`config.mk`:
```
export PLATFORM = sky130hd
export DESIGN_NAME = bram_port_arbiter
export DESIGN_NICKNAME = d
export VERILOG_FILES = /design/src/rtl/bram_arb_pkg.sv /design/src/rtl/bram_arb_tag_pipe.sv /design/src/rtl/bram_port_arbiter.sv
export SDC_FILE = /design/constraint.sdc
export NUM_CORES = 1
export LEC_CHECK = 0
export CAP_MARGIN = 20
export CELL_PAD_IN_SITES_DETAIL_PLACEMENT = 2
export CELL_PAD_IN_SITES_GLOBAL_PLACEMENT = 2
export CORE_ASPECT_RATIO = 0.9
export CORE_MARGIN = 5
export CORE_UTILIZATION = 15
export CTS_BUF_LIST = sky130_fd_sc_hd__clkbuf_16
export CTS_CLUSTER_DIAMETER = 100
export DETAILED_ROUTE_END_ITERATION = 7
export PLACE_DENSITY_LB_ADDON = 0.1
export REMOVE_ABC_BUFFERS = 1
export SLEW_MARGIN = 20
export SYNTH_ARGS = -nofsm -noshare
export SYNTH_HDL_FRONTEND = slang
export SYNTH_HIERARCHICAL = 1
export SYNTH_SLANG_ARGS = --single-unit
export TNS_END_PERCENT = 20
```
`constraint.sdc`:
```
create_clock -name clk -period 2.3 [get_ports clk]
set_input_delay 0.46 -clock clk [delete_from_list [all_inputs] [get_ports clk]]
set_output_delay 0.46 -clock clk [all_outputs]
set_load 0.01 [all_outputs]
```
`src/rtl/bram_arb_pkg.sv`:
```
// Shared definitions for the two-requester BRAM port arbiter.
// Holds the requester id type, arbitration-mode encodings and the read-latency helper.
// No logic; imported by bram_port_arbiter and bram_arb_tag_pipe.
package bram_arb_pkg;

   // One bit is enough to name either of the two requesters
   localparam int REQ_ID_W = 1;

   typedef logic [REQ_ID_W-1:0] req_id_t;

   localparam req_id_t REQ0 = 1'b0;
   localparam req_id_t REQ1 = 1'b1;

   // Arbitration policies selectable through the ARB_MODE parameter
   typedef enum logic {
      ARB_RR    = 1'b0,
      ARB_FIXED = 1'b1
   } arb_mode_e;

   // BRAM read latency in cycles: one for the array, one more with the output register
   function automatic int lat_of(input int pipelined);
      return 1 + pipelined;
   endfunction

endpackage

```
`src/rtl/bram_arb_tag_pipe.sv`:
```
// Tracks accepted BRAM accesses as {valid, requester id} through the read latency.
// Latency: LAT cycles from the grant edge to the output stage.
// No backpressure: one entry enters per cycle and leaves LAT cycles later; async clear drops all entries.
module bram_arb_tag_pipe
   import bram_arb_pkg::*;
#(
   parameter int LAT = 1
)
(
   input  logic    clk,
   input  logic    rst_n,
   input  logic    in_vld,
   input  req_id_t in_id,
   output logic    out_vld,
   output req_id_t out_id
);

   logic [LAT-1:0] vld_q;
   logic [LAT-1:0] vld_d;
   req_id_t        id_q [LAT];
   req_id_t        id_d [LAT];

   // Shift every stage forward by one; stage 0 captures this cycle's grant
   always_comb begin
      vld_d    = '0;
      id_d     = '{default: REQ0};
      vld_d[0] = in_vld;
      id_d[0]  = in_id;
      for (int i = 1; i < LAT; i++) begin
         vld_d[i] = vld_q[i-1];
         id_d[i]  = id_q[i-1];
      end
   end

   // Stage registers; reset discards every access still in flight
   always_ff @(posedge clk or negedge rst_n) begin
      if (!rst_n) begin
         vld_q <= '0;
         for (int i = 0; i < LAT; i++) begin
            id_q[i] <= REQ0;
         end
      end else begin
         vld_q <= vld_d;
         for (int i = 0; i < LAT; i++) begin
            id_q[i] <= id_d[i];
         end
      end
   end

   assign out_vld = vld_q[LAT-1];
   assign out_id  = id_q[LAT-1];

endmodule

```
`src/rtl/bram_port_arbiter.sv`:
```
// Shares one write-first BRAM port between req0 (core) and req1 (debug/loader); optional grant counters under BRAM_ARB_STATS_EN.
// Latency: grant and BRAM drive in the request cycle; tagged response 1+PIPELINED cycles after the grant edge.
// Backpressure: valid/ready on requests only; responses are single-cycle strobes the requester must sink.
module bram_port_arbiter
   import bram_arb_pkg::*;
#(
   parameter int ADDR_WIDTH = 12,
   parameter int DATA_WIDTH = 32,
   parameter int PIPELINED  = 0,
   parameter int ARB_MODE   = 0
)
(
   input  logic                  clk,
   input  logic                  rst_n,

   input  logic                  req0_valid,
   output logic                  req0_ready,
   input  logic                  req0_we,
   input  logic [ADDR_WIDTH-1:0] req0_addr,
   input  logic [DATA_WIDTH-1:0] req0_wdata,

   input  logic                  req1_valid,
   output logic                  req1_ready,
   input  logic                  req1_we,
   input  logic [ADDR_WIDTH-1:0] req1_addr,
   input  logic [DATA_WIDTH-1:0] req1_wdata,

   output logic                  rsp0_valid,
   output logic [DATA_WIDTH-1:0] rsp0_rdata,
   output logic                  rsp1_valid,
   output logic [DATA_WIDTH-1:0] rsp1_rdata,

   output logic                  bram_en,
   output logic                  bram_we,
   output logic [ADDR_WIDTH-1:0] bram_addr,
   output logic [DATA_WIDTH-1:0] bram_wdata,
   input  logic [DATA_WIDTH-1:0] bram_rdata
`ifdef BRAM_ARB_STATS_EN
   ,
   input  logic                  stat_clr,
   output logic [31:0]           stat0_grants,
   output logic [31:0]           stat1_grants
`endif
);

   localparam int LAT = lat_of(PIPELINED);

   // Requester granted most recently; drives round-robin alternation
   req_id_t last_q;
   req_id_t last_d;

   // Address/data last presented to the BRAM, held through idle cycles
   logic [ADDR_WIDTH-1:0] addr_hold_q;
   logic [ADDR_WIDTH-1:0] addr_hold_d;
   logic [DATA_WIDTH-1:0] wdata_hold_q;
   logic [DATA_WIDTH-1:0] wdata_hold_d;

   logic    gnt_vld;
   req_id_t gnt_id;
   logic    rsp_vld;
   req_id_t rsp_id;

   // Pick this cycle's winner; nothing is granted while reset is asserted
   always_comb begin
      gnt_vld = 1'b0;
      gnt_id  = REQ0;
      if (rst_n) begin
         if (req0_valid && req1_valid) begin
            gnt_vld = 1'b1;
            if (ARB_MODE == int'(ARB_FIXED)) begin
               gnt_id = REQ0;
            end else begin
               gnt_id = (last_q == REQ0) ? REQ1 : REQ0;
            end
         end else if (req0_valid) begin
            gnt_vld = 1'b1;
            gnt_id  = REQ0;
         end else if (req1_valid) begin
            gnt_vld = 1'b1;
            gnt_id  = REQ1;
         end
      end
   end

   assign req0_ready = gnt_vld && (gnt_id == REQ0);
   assign req1_ready = gnt_vld && (gnt_id == REQ1);

   // Next pointer and hold values move only when a transfer is accepted
   always_comb begin
      last_d       = last_q;
      addr_hold_d  = addr_hold_q;
      wdata_hold_d = wdata_hold_q;
      if (gnt_vld) begin
         last_d       = gnt_id;
         addr_hold_d  = (gnt_id == REQ1) ? req1_addr  : req0_addr;
         wdata_hold_d = (gnt_id == REQ1) ? req1_wdata : req0_wdata;
      end
   end

   // Pointer starts as if req1 went last so req0 wins the first contested cycle
   always_ff @(posedge clk or negedge rst_n) begin
      if (!rst_n) begin
         last_q       <= REQ1;
         addr_hold_q  <= '0;
         wdata_hold_q <= '0;
      end else begin
         last_q       <= last_d;
         addr_hold_q  <= addr_hold_d;
         wdata_hold_q <= wdata_hold_d;
      end
   end

   // Drive the BRAM port from the winner in the grant cycle; enable only on a real grant
   always_comb begin
      bram_en    = gnt_vld;
      bram_we    = 1'b0;
      bram_addr  = addr_hold_q;
      bram_wdata = wdata_hold_q;
      if (gnt_vld) begin
         bram_we    = (gnt_id == REQ1) ? req1_we    : req0_we;
         bram_addr  = (gnt_id == REQ1) ? req1_addr  : req0_addr;
         bram_wdata = (gnt_id == REQ1) ? req1_wdata : req0_wdata;
      end
   end

   bram_arb_tag_pipe #(
      .LAT (LAT)
   ) u_tag_pipe (
      .clk     (clk),
      .rst_n   (rst_n),
      .in_vld  (gnt_vld),
      .in_id   (gnt_id),
      .out_vld (rsp_vld),
      .out_id  (rsp_id)
   );

   // Steer the BRAM output to whichever requester owns the access now leaving the pipe
   always_comb begin
      rsp0_valid = rsp_vld && (rsp_id == REQ0);
      rsp1_valid = rsp_vld && (rsp_id == REQ1);
      rsp0_rdata = rsp0_valid ? bram_rdata : '0;
      rsp1_rdata = rsp1_valid ? bram_rdata : '0;
   end

`ifdef BRAM_ARB_STATS_EN
   logic [31:0] stat0_q;
   logic [31:0] stat0_d;
   logic [31:0] stat1_q;
   logic [31:0] stat1_d;

   // Saturating per-requester grant counts; a clear beats a grant in the same cycle
   always_comb begin
      stat0_d = stat0_q;
      stat1_d = stat1_q;
      if (stat_clr) begin
         stat0_d = '0;
         stat1_d = '0;
      end else begin
         if (req0_ready && (stat0_q != 32'hFFFF_FFFF)) begin
            stat0_d = stat0_q + 32'd1;
         end
         if (req1_ready && (stat1_q != 32'hFFFF_FFFF)) begin
            stat1_d = stat1_q + 32'd1;
         end
      end
   end

   // Counter registers
   always_ff @(posedge clk or negedge rst_n) begin
      if (!rst_n) begin
         stat0_q <= '0;
         stat1_q <= '0;
      end else begin
         stat0_q <= stat0_d;
         stat1_q <= stat1_d;
      end
   end

   assign stat0_grants = stat0_q;
   assign stat1_grants = stat1_q;
`endif

endmodule

```
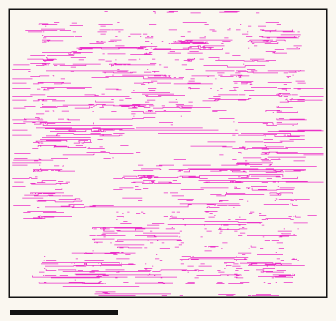
Run 1: met1 routing
Bar = 50 µm.
The wires run mostly horizontal. The longest straight run is 53.8 µm.

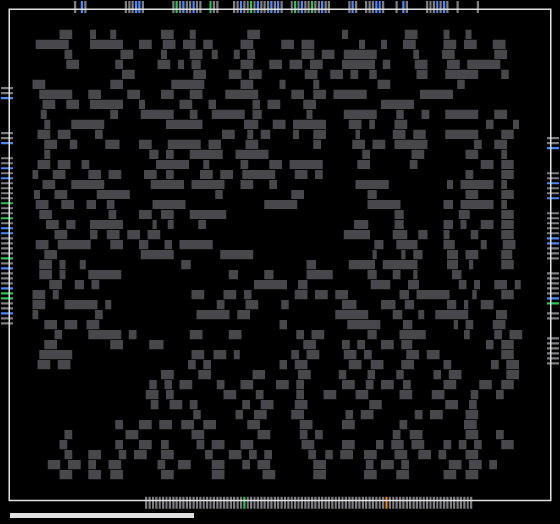
Run 1: pin map
Bar = 50 µm. Pins as bars across the die edge, other pins in grey.
Key: blue = `req1_wdata` [pins 32, direction input, edge 17 north, 9 west, 6 east]; orange = `rsp1_valid` [pins 1, direction output, edge south]; green = `req0_addr` [pins 12, direction input, edge 5 west, 5 north, 1 east, 1 south]
All pins by edge: 97 south, 69 north, 40 west, 34 east.

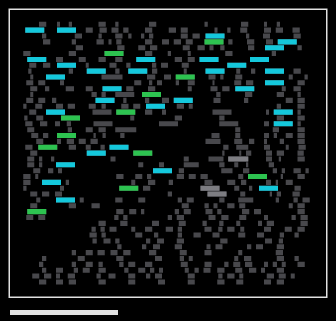
Run 1: sequential cells coloured by netlist name
Bar = 50 µm.
Key: green = `addr_hold_q` [placed flops 12]; cyan = `wdata_hold_q` [placed flops 32]
Another 3 sequential cells are not coloured.

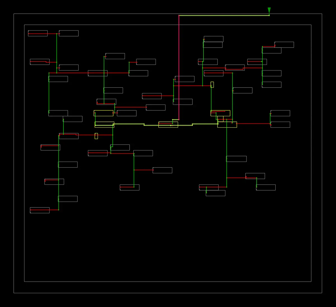
Run 1: clock routing
CTS buffer count: 5
clkbuf count: 5
clock sinks: 47
clk_skew: 0.00649 ns

-- run 1: power groups by stage --
stage               sequential (µW)  combinational, µW  clock, µW
floorplan                       986                373          0
global placement                985               1130          0
detailed placement              991               1140          0
CTS                             975               1080        762
global route                    986               1170        800
finish                          974               1080        716
-- run 1: registers in the layout, indices dropped and copies added, names as in the netlist --
register	flops
u_tag_pipe/out_id	1
u_tag_pipe/out_vld	1
last_q	1
addr_hold_q	12
wdata_hold_q	32
-- run 1: layout make-up --
type                    count  area (µm²)  area share [%]
well taps                 211         264            4.87
diodes                      2        5.00          0.0923
flip-flops and latches     47        1180            21.7
clock buffers               5         125            2.31
repair buffers            278        2590            47.8
multi-input cells         168        1230            22.7
clock inverters             3        15.0           0.277
inverters                   3        11.3           0.208
==> flow_metrics.env, run 1 <==
# physical design summary
export IMPL_core_um2=16700
export IMPL_dp_slack_ns=-0.631
export IMPL_synth_async_reset_ratio_pct=100
export IMPL_crit_end="bram_wdata[25]"
export IMPL_vias=3034
export IMPL_fin_ws_ns=-0.0107
export IMPL_layout_top_cells="190 x clkdlybuf4s50_1, 75 x and2_1, 46 x dfrtp_1"
export IMPL_status="complete, but fails checks"
export IMPL_use_met2_pct=26.0
export IMPL_worstSkewPairLatency_ns=0.29
export IMPL_finalSetupTns_ns=-0.0107
export IMPL_globalRoute_busiestLayer="met2"
export IMPL_drt_initial_drc_count=93
export IMPL_nets=629
export IMPL_syn_cell_area_um2=2530
export IMPL_fp_dieArea_um2=19500
export IMPL_ys_ff=47
export IMPL_criticalPathCategory="register to output pin"
export IMPL_ys_sh_simple_pct=27.7
export IMPL_failed_checks="setup timing"
export IMPL_cts_tree="built"
export IMPL_rr_worst_depth=7
export IMPL_cap_violations=0
export IMPL_synthMostInstantiatedCell="and2_1"
export IMPL_layout_drive_gt1_share_pct=19.2
export IMPL_drt_pass1_iterations=4
export IMPL_setup_viol=1
export IMPL_gp_congestion=0.728
export IMPL_start_kind="register"
export IMPL_ys_chip_area_um2=2530
## Run 2: what changed since run 1
Settings changed: SLEW_MARGIN 20 to 25.
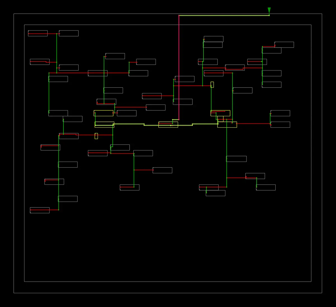
Run 2: clock routing
Clk. pwr: 716 µW
flop count: 47
Clock Latency Late Sink: 0.29 ns

==> run 2 against run 1 <==
The flow still finishes with violations (setup timing); worst hold slack stayed put; clock power about the same; clock skew unchanged; register-to-register slack hardly changed; combinational power about the same; first-iteration DRC count stayed put; count of clock-buffer cells in the layout is the same; critical path depth did not move; utilization did not move; cell count stayed put; design area unchanged; critical path type unchanged.
==> flow_metrics.env, run 2 <==
# physical design summary
export IMPL_status="complete, but fails checks"
export IMPL_failed_checks="setup timing"
export IMPL_synth_async_reset_ratio_pct=100
export IMPL_p_seq_share_pct=35.2
export IMPL_fp_dieArea_um2=19500
export IMPL_cts_tree="built"
export IMPL_largest_registers="wdata_hold_q x32, addr_hold_q x12"
export IMPL_finalSetupTns_ns=-0.0107
export IMPL_dp_slack_ns=-0.631
export IMPL_globalRoute_busiestLayer="met2"
export IMPL_synthMostInstantiatedCell="and2_1"
export IMPL_nets=629
export IMPL_vias=3034
export IMPL_switching_share_pct=29.2
export IMPL_use_met2_pct=26.0
export IMPL_final_area_um2=5420
export IMPL_setup_viol=1
export IMPL_layout_top_cells="190 x clkdlybuf4s50_1, 75 x and2_1, 46 x dfrtp_1"
export IMPL_drt_initial_drc_count=93
export IMPL_power_uw=2770
export IMPL_crit_end="bram_wdata[25]"
export IMPL_power_leader="combinational logic"
export IMPL_rows=45
export IMPL_largest_register_ffs=32
export IMPL_syn_cell_area_um2=2530
export IMPL_rr_worst_depth=7
export IMPL_yosysTopAreaCellShare_pct=45.6
export IMPL_clock_skew_final_ns=0.00649
export IMPL_ys_chip_area_um2=2530
export IMPL_cts_buffers=5
export IMPL_gp_congestion=0.728
export IMPL_core_um2=16700
export IMPL_cpMostUsedCell="buf_6"
export IMPL_p_comb_uw=1080
export IMPL_layout_drive_gt1_share_pct=19.2
export IMPL_grtUsageMet3_pct=3.57
export IMPL_p_int_uw=1960
export IMPL_worst_path_max_delay_cell="dfstp_2"
export IMPL_fin_ws_ns=-0.0107
export IMPL_dpl_hpwl_mm=10.9
export IMPL_wl_met3_um=699
export IMPL_regMostFlops="wdata_hold_q"
export IMPL_drt_pass1_iterations=4
export IMPL_grt_max_degree=40
export IMPL_cap_violations=0
export IMPL_power_leakage_uw=0.00236
export IMPL_numClockSinks=47
export IMPL_edf_count=0
export IMPL_criticalPathCategory="register to output pin"
export IMPL_start_kind="register"
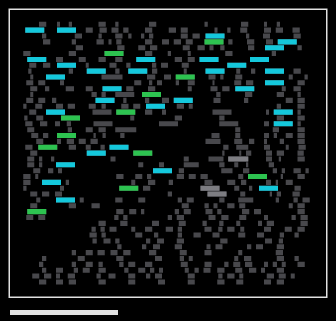
Run 2: sequential cells coloured by netlist name
Bar = 50 µm.
register area: 1180 µm²
P_seq: 974 µW
fraction of area in registers: 21.7%
Final Util: 32.4%

[run 2: cell counts in the layout (fill, tap and decap cells not counted)]
No cell type changed its count.
[run 2: cell families after synthesis]
kind of cell    count (synthesis)  share of synthesized area (%)
simple gates                  114                           27.7
compound gates                 54                           19.9
flops                          47                           46.6
buf+inv                        26                           5.79
[run 2: cell type report]
| class | count | area [µm²] |
|---|---|---|
| clock inverters | 3 | 15.0 |
| clock buffers | 5 | 125 |
| fillers | 1816 | 11300 |
| repair buffers | 278 | 2590 |
| inverters | 3 | 11.3 |
| multi-input cells | 168 | 1230 |
| flip-flops and latches | 47 | 1180 |
| well taps | 211 | 264 |
| diodes | 2 | 5.00 |
[run 2: what timing repair did]
item	in CTS	in global routing
pin swaps	7	24
setup buffers	4	5
gates cloned	2	1
setup endpoints to repair	48	51
resized	179	15
hold buffers	0	0
Power figures rest on the tool's default switching activity, not on a simulated workload.
